<file path="config.mk">
export PLATFORM = sky130hd
export DESIGN_NAME = mem_arb_sp
export DESIGN_NICKNAME = d
export VERILOG_FILES = /design/src/rtl/mem_arb_pkg.sv /design/src/rtl/mem_arb_grant.sv /design/src/rtl/mem_arb_sp.sv
export SDC_FILE = /design/constraint.sdc
export NUM_CORES = 1
export LEC_CHECK = 0
export CAP_MARGIN = 0
export CORE_AREA = 2 2 209 211
export CTS_CLUSTER_DIAMETER = 40
export DETAILED_ROUTE_END_ITERATION = 6
export DIE_AREA = 0 0 211 213
export PLACE_DENSITY = 0.46
export SLEW_MARGIN = 5
export SYNTH_ARGS = -nofsm -noshare
export SYNTH_HDL_FRONTEND = slang
export SYNTH_SLANG_ARGS = --single-unit
</file>
<file path="constraint.sdc">
create_clock -name clk -period 2.77 [get_ports clk]
set_clock_uncertainty 0.05 [all_clocks]
set_input_delay 0.554 -clock clk [delete_from_list [all_inputs] [get_ports clk]]
set_output_delay 0.554 -clock clk [all_outputs]
set_load 0.005 [all_outputs]
</file>
<file path="src/rtl/mem_arb_pkg.sv">
// rtl/mem_arb_pkg.sv - shared types for the single-port memory arbiter
package mem_arb_pkg;

  // Which requester owns the response arriving in the current cycle
  typedef enum logic [1:0] {
    OWN_NONE = 2'd0,
    OWN_IF   = 2'd1,
    OWN_D    = 2'd2
  } mem_own_e;

  // Starvation counter width; bounds STARVE_MAX to 1..15
  localparam int SCNT_W = 4;

endpackage

</file>
<file path="src/rtl/mem_arb_grant.sv">
// rtl/mem_arb_grant.sv - data-priority grant decision with fetch starvation guard
module mem_arb_grant
  import mem_arb_pkg::*;
#(
  parameter int STARVE_MAX = 4
) (
  input  logic clk,
  input  logic rst,
  input  logic i_if_req,
  input  logic i_d_req,
  output logic o_if_gnt,
  output logic o_d_gnt
);

  localparam logic [SCNT_W-1:0] LP_STARVE_MAX = SCNT_W'(STARVE_MAX);

  logic [SCNT_W-1:0] r_scnt;
  logic              w_d_gnt;
  logic              w_if_gnt;

  // Data wins unless fetch has waited through STARVE_MAX data grants; nothing is granted in reset
  always_comb begin
    w_d_gnt  = !rst && i_d_req && ((r_scnt < LP_STARVE_MAX) || !i_if_req);
    w_if_gnt = !rst && i_if_req && !w_d_gnt;
  end

  // Count data grants taken while fetch waits; a data grant with fetch pending implies scnt < max
  always_ff @(posedge clk) begin
    if (rst) begin
      r_scnt <= '0;
    end else if (w_if_gnt || !i_if_req) begin
      r_scnt <= '0;
    end else if (w_d_gnt) begin
      r_scnt <= r_scnt + 1'b1;
    end
  end

  assign o_if_gnt = w_if_gnt;
  assign o_d_gnt  = w_d_gnt;

endmodule

</file>
<file path="src/rtl/mem_arb_sp.sv">
// rtl/mem_arb_sp.sv - fetch/load-store arbiter in front of a 1-cycle single-port memory
module mem_arb_sp
  import mem_arb_pkg::*;
#(
  parameter int DATA_WIDTH = 64,
  parameter int DATA_BYTES = DATA_WIDTH / 8,
  parameter int STARVE_MAX = 4
) (
  input  logic                  clk,
  input  logic                  rst,
  input  logic                  i_if_req,
  input  logic [DATA_WIDTH-1:0] i_if_addr,
  output logic                  o_if_gnt,
  output logic                  o_if_rvalid,
  output logic [DATA_WIDTH-1:0] o_if_rdata,
  input  logic                  i_d_req,
  input  logic [DATA_WIDTH-1:0] i_d_addr,
  input  logic [DATA_WIDTH-1:0] i_d_wdata,
  input  logic [DATA_BYTES-1:0] i_d_wen,
  output logic                  o_d_gnt,
  output logic                  o_d_rvalid,
  output logic [DATA_WIDTH-1:0] o_d_rdata,
  output logic [DATA_WIDTH-1:0] o_mem_addr,
  output logic [DATA_WIDTH-1:0] o_mem_wdata,
  output logic [DATA_BYTES-1:0] o_mem_wen,
  input  logic [DATA_WIDTH-1:0] i_mem_rdata
);

  logic                  w_if_gnt;
  logic                  w_d_gnt;
  logic [DATA_WIDTH-1:0] w_mem_addr;
  logic [DATA_BYTES-1:0] w_mem_wen;
  logic [DATA_WIDTH-1:0] r_last_addr;
  mem_own_e              r_own;

  mem_arb_grant #(
    .STARVE_MAX (STARVE_MAX)
  ) u_grant (
    .clk      (clk),
    .rst      (rst),
    .i_if_req (i_if_req),
    .i_d_req  (i_d_req),
    .o_if_gnt (w_if_gnt),
    .o_d_gnt  (w_d_gnt)
  );

  // Steer the granted request onto the memory; idle cycles re-read the last address
  always_comb begin
    w_mem_addr = r_last_addr;
    w_mem_wen  = '0;
    if (rst) begin
      w_mem_addr = '0;
    end else if (w_d_gnt) begin
      w_mem_addr = i_d_addr;
      w_mem_wen  = i_d_wen;
    end else if (w_if_gnt) begin
      w_mem_addr = i_if_addr;
    end
  end

  // Remember who owns next cycle's read data and the address last driven
  always_ff @(posedge clk) begin
    if (rst) begin
      r_own       <= OWN_NONE;
      r_last_addr <= '0;
    end else begin
      r_last_addr <= w_mem_addr;
      if (w_d_gnt) begin
        r_own <= OWN_D;
      end else if (w_if_gnt) begin
        r_own <= OWN_IF;
      end else begin
        r_own <= OWN_NONE;
      end
    end
  end

  assign o_if_gnt    = w_if_gnt;
  assign o_d_gnt     = w_d_gnt;
  assign o_mem_addr  = w_mem_addr;
  assign o_mem_wdata = i_d_wdata;
  assign o_mem_wen   = w_mem_wen;

  // Reset drops any response already in flight
  assign o_if_rvalid = !rst && (r_own == OWN_IF);
  assign o_d_rvalid  = !rst && (r_own == OWN_D);
  assign o_if_rdata  = i_mem_rdata;
  assign o_d_rdata   = i_mem_rdata;

endmodule
</file>
==> flow_summary.toml <==
# implementation run metrics
[setup_path]
critical_path.reg2reg.endpoint = "r_last_addr[20]$_SDFF_PP0_"
arrival_ns = 2.06
timing_worst_setup_path_type = "primary input to output pin"
reg2reg_slack_ns = 1.07

[run]
drv.max_cap_violation_count = 0
openroad.warnings = 27

[grt]
grtUsageTotal_pct = 8.24
globalRoute.totalOverflow = 0
grt_pass1_wl_mm = 26.5
grt_max_degree = 45

[hold_path]
worst_hold_startpoint = "u_grant.r_scnt[0]$_SDFFE_PP0P_"

[synthesis]
post_synthesis_cell_area_mm2 = 0.00586
ys_seq_elements = 70
ys.warnings.count = 0
muxShareOfSynthArea_pct = 40.8
postSynthAreaPerCell_um2 = 10.3
yosys.area_share.simple_pct = 6.15

[finish]
largest_registers = "r_last_addr x64, u_grant.r_scnt x4, r_own x2"
drive_above_1_share_pct = 32.8

[drt]
post_drt_wl_per_cell_um = 15.8
drtIter0Drc = 96
drt_pass1_iterations = 4
drt_drc_violations_left = 0

[timing]
grt_setup_unrepaired = "false"
final_min_period_over_clock_period_pct = 96.1
hold_slack_ns = 0.390
final_max_tran_viols = 0

[placed_design]
dp_slack_ns = -0.150
gp_congestion = 0.723

[outcome]
run_status = "finished, final reports clean"

[clock_tree]
htree_levels = 3
cts_buffers = 9

[die]
floorplanUtilization_pct = 13.7
## cell type report
type                       instances  area [µm²]
clock buffer                      10         239
clock inverter                     6        68.8
fill                            4686       34600
inverter                           2        7.51
multi-input combinational        276        2800
sequential                        70        1400
tap                              546         683
timing repair buffer             280        2880
## worst max-delay path: cells and delay by family
family	cells	cell delay, ns
buffers and inverters	4	1.03
muxes	1	0.34
and+or+nand+nor	1	0.13
## what timing repair did
item / in CTS / in global routing
pin swaps: 2 / 2
gates resized: 33 / 27
setup buffers: 3 / 11
endpoints found under the setup margin: 71 / 39
gates cloned: 1 / 0
## synth_stat cells
library cell | number | area [µm²]
sky130_fd_sc_hd__buf_4 | 192 | 1440
sky130_fd_sc_hd__mux2_4 | 83 | 1250
sky130_fd_sc_hd__dfxtp_1 | 70 | 1400
sky130_fd_sc_hd__mux2i_1 | 64 | 641
sky130_fd_sc_hd__nor2_1 | 64 | 240
sky130_fd_sc_hd__mux2_2 | 41 | 462
sky130_fd_sc_hd__buf_2 | 15 | 75.1
sky130_fd_sc_hd__buf_6 | 12 | 135
sky130_fd_sc_hd__and2_1 | 8 | 50.1
sky130_fd_sc_hd__nor3b_1 | 5 | 37.5
sky130_fd_sc_hd__mux2_1 | 4 | 45.0
sky130_fd_sc_hd__and3_1 | 2 | 12.5
sky130_fd_sc_hd__buf_1 | 2 | 7.51
sky130_fd_sc_hd__clkbuf_1 | 2 | 7.51
sky130_fd_sc_hd__conb_1 | 1 | 3.75
sky130_fd_sc_hd__ha_1 | 1 | 12.5
sky130_fd_sc_hd__inv_1 | 1 | 3.75
sky130_fd_sc_hd__inv_2 | 1 | 3.75
sky130_fd_sc_hd__nand3b_4 | 1 | 20.0
sky130_fd_sc_hd__o21ai_2 | 1 | 8.76
sky130_fd_sc_hd__xor2_1 | 1 | 8.76
## power groups by stage
stage | combinational (W) | sequential [W] | clock (W)
2_1_floorplan | 0.000686 | 0.00113 | 0
6_report | 0.000969 | 0.00112 | 0.00126
3_5_place_dp | 0.000990 | 0.00114 | 0
5_1_grt | 0.00105 | 0.00113 | 0.00138
4_1_cts | 0.000982 | 0.00112 | 0.00136
3_3_place_gp | 0.000989 | 0.00114 | 0
## metrics by stage
step	cell area (µm²)	TNS, ns	std cells
global route	8070	0	1190
finish	8070	0	1190
detailed placement	7560	-7.40	1159
floorplan	5860	0	571
global placement	7560	-6.71	1159
CTS	7900	-0.390	1179
## metal layers
metal	vias up	part of all wire, %	track usage, %
met1	1767	34	7.45
met5	-	0.13	0
met4	4	6.2	6.46
li1	1845	-	-
met3	99	14	5.43
met2	250	46	13.1
## cell usage in the layout, fill, tap and decap left out, drive strengths merged
| master | count |
|---|---|
| and2 | 8 |
| mux2 | 128 |
| nor2 | 64 |
| nand3b | 1 |
| bufinv | 1 |
| ha | 1 |
| conb | 1 |
| dfxtp | 70 |
| clkinv | 3 |
| inv | 3 |
| and3 | 2 |
| mux2i | 64 |
| dlygate4sd2 | 29 |
| bufbuf | 1 |
| clkdlybuf4s50 | 162 |
| clkinvlp | 1 |
| o21ai | 1 |
| xor2 | 1 |
| dlymetal6s2s | 22 |
| nor3b | 5 |
| buf | 66 |
| clkbuf | 10 |
**Metal 1**

The bar under the picture is 50 µm long.
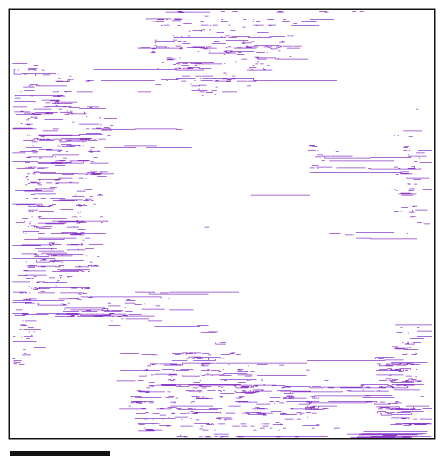
wire length on this layer: 6,370 µm
longest straight run: 45.5 µm
main direction: horizontal
via count: 3,965
routed wire length: 18.8 mm
met1 demand-to-capacity share in global routing: 7.45%

**Signal wires on met2**

The bar under the picture is 50 µm long.
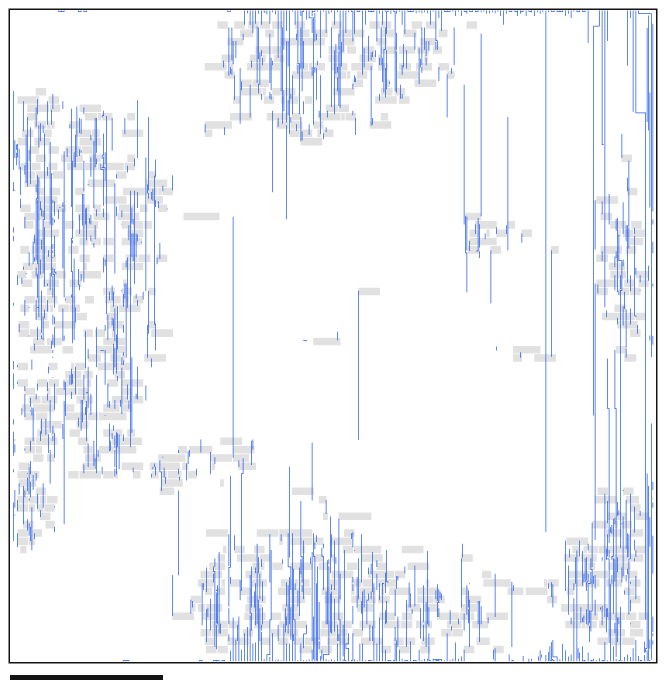
share of all routed wire: 46%
longest straight run: 170 µm
wire length on this layer: 8,640 µm

Power and IR drop assume default switching activity.
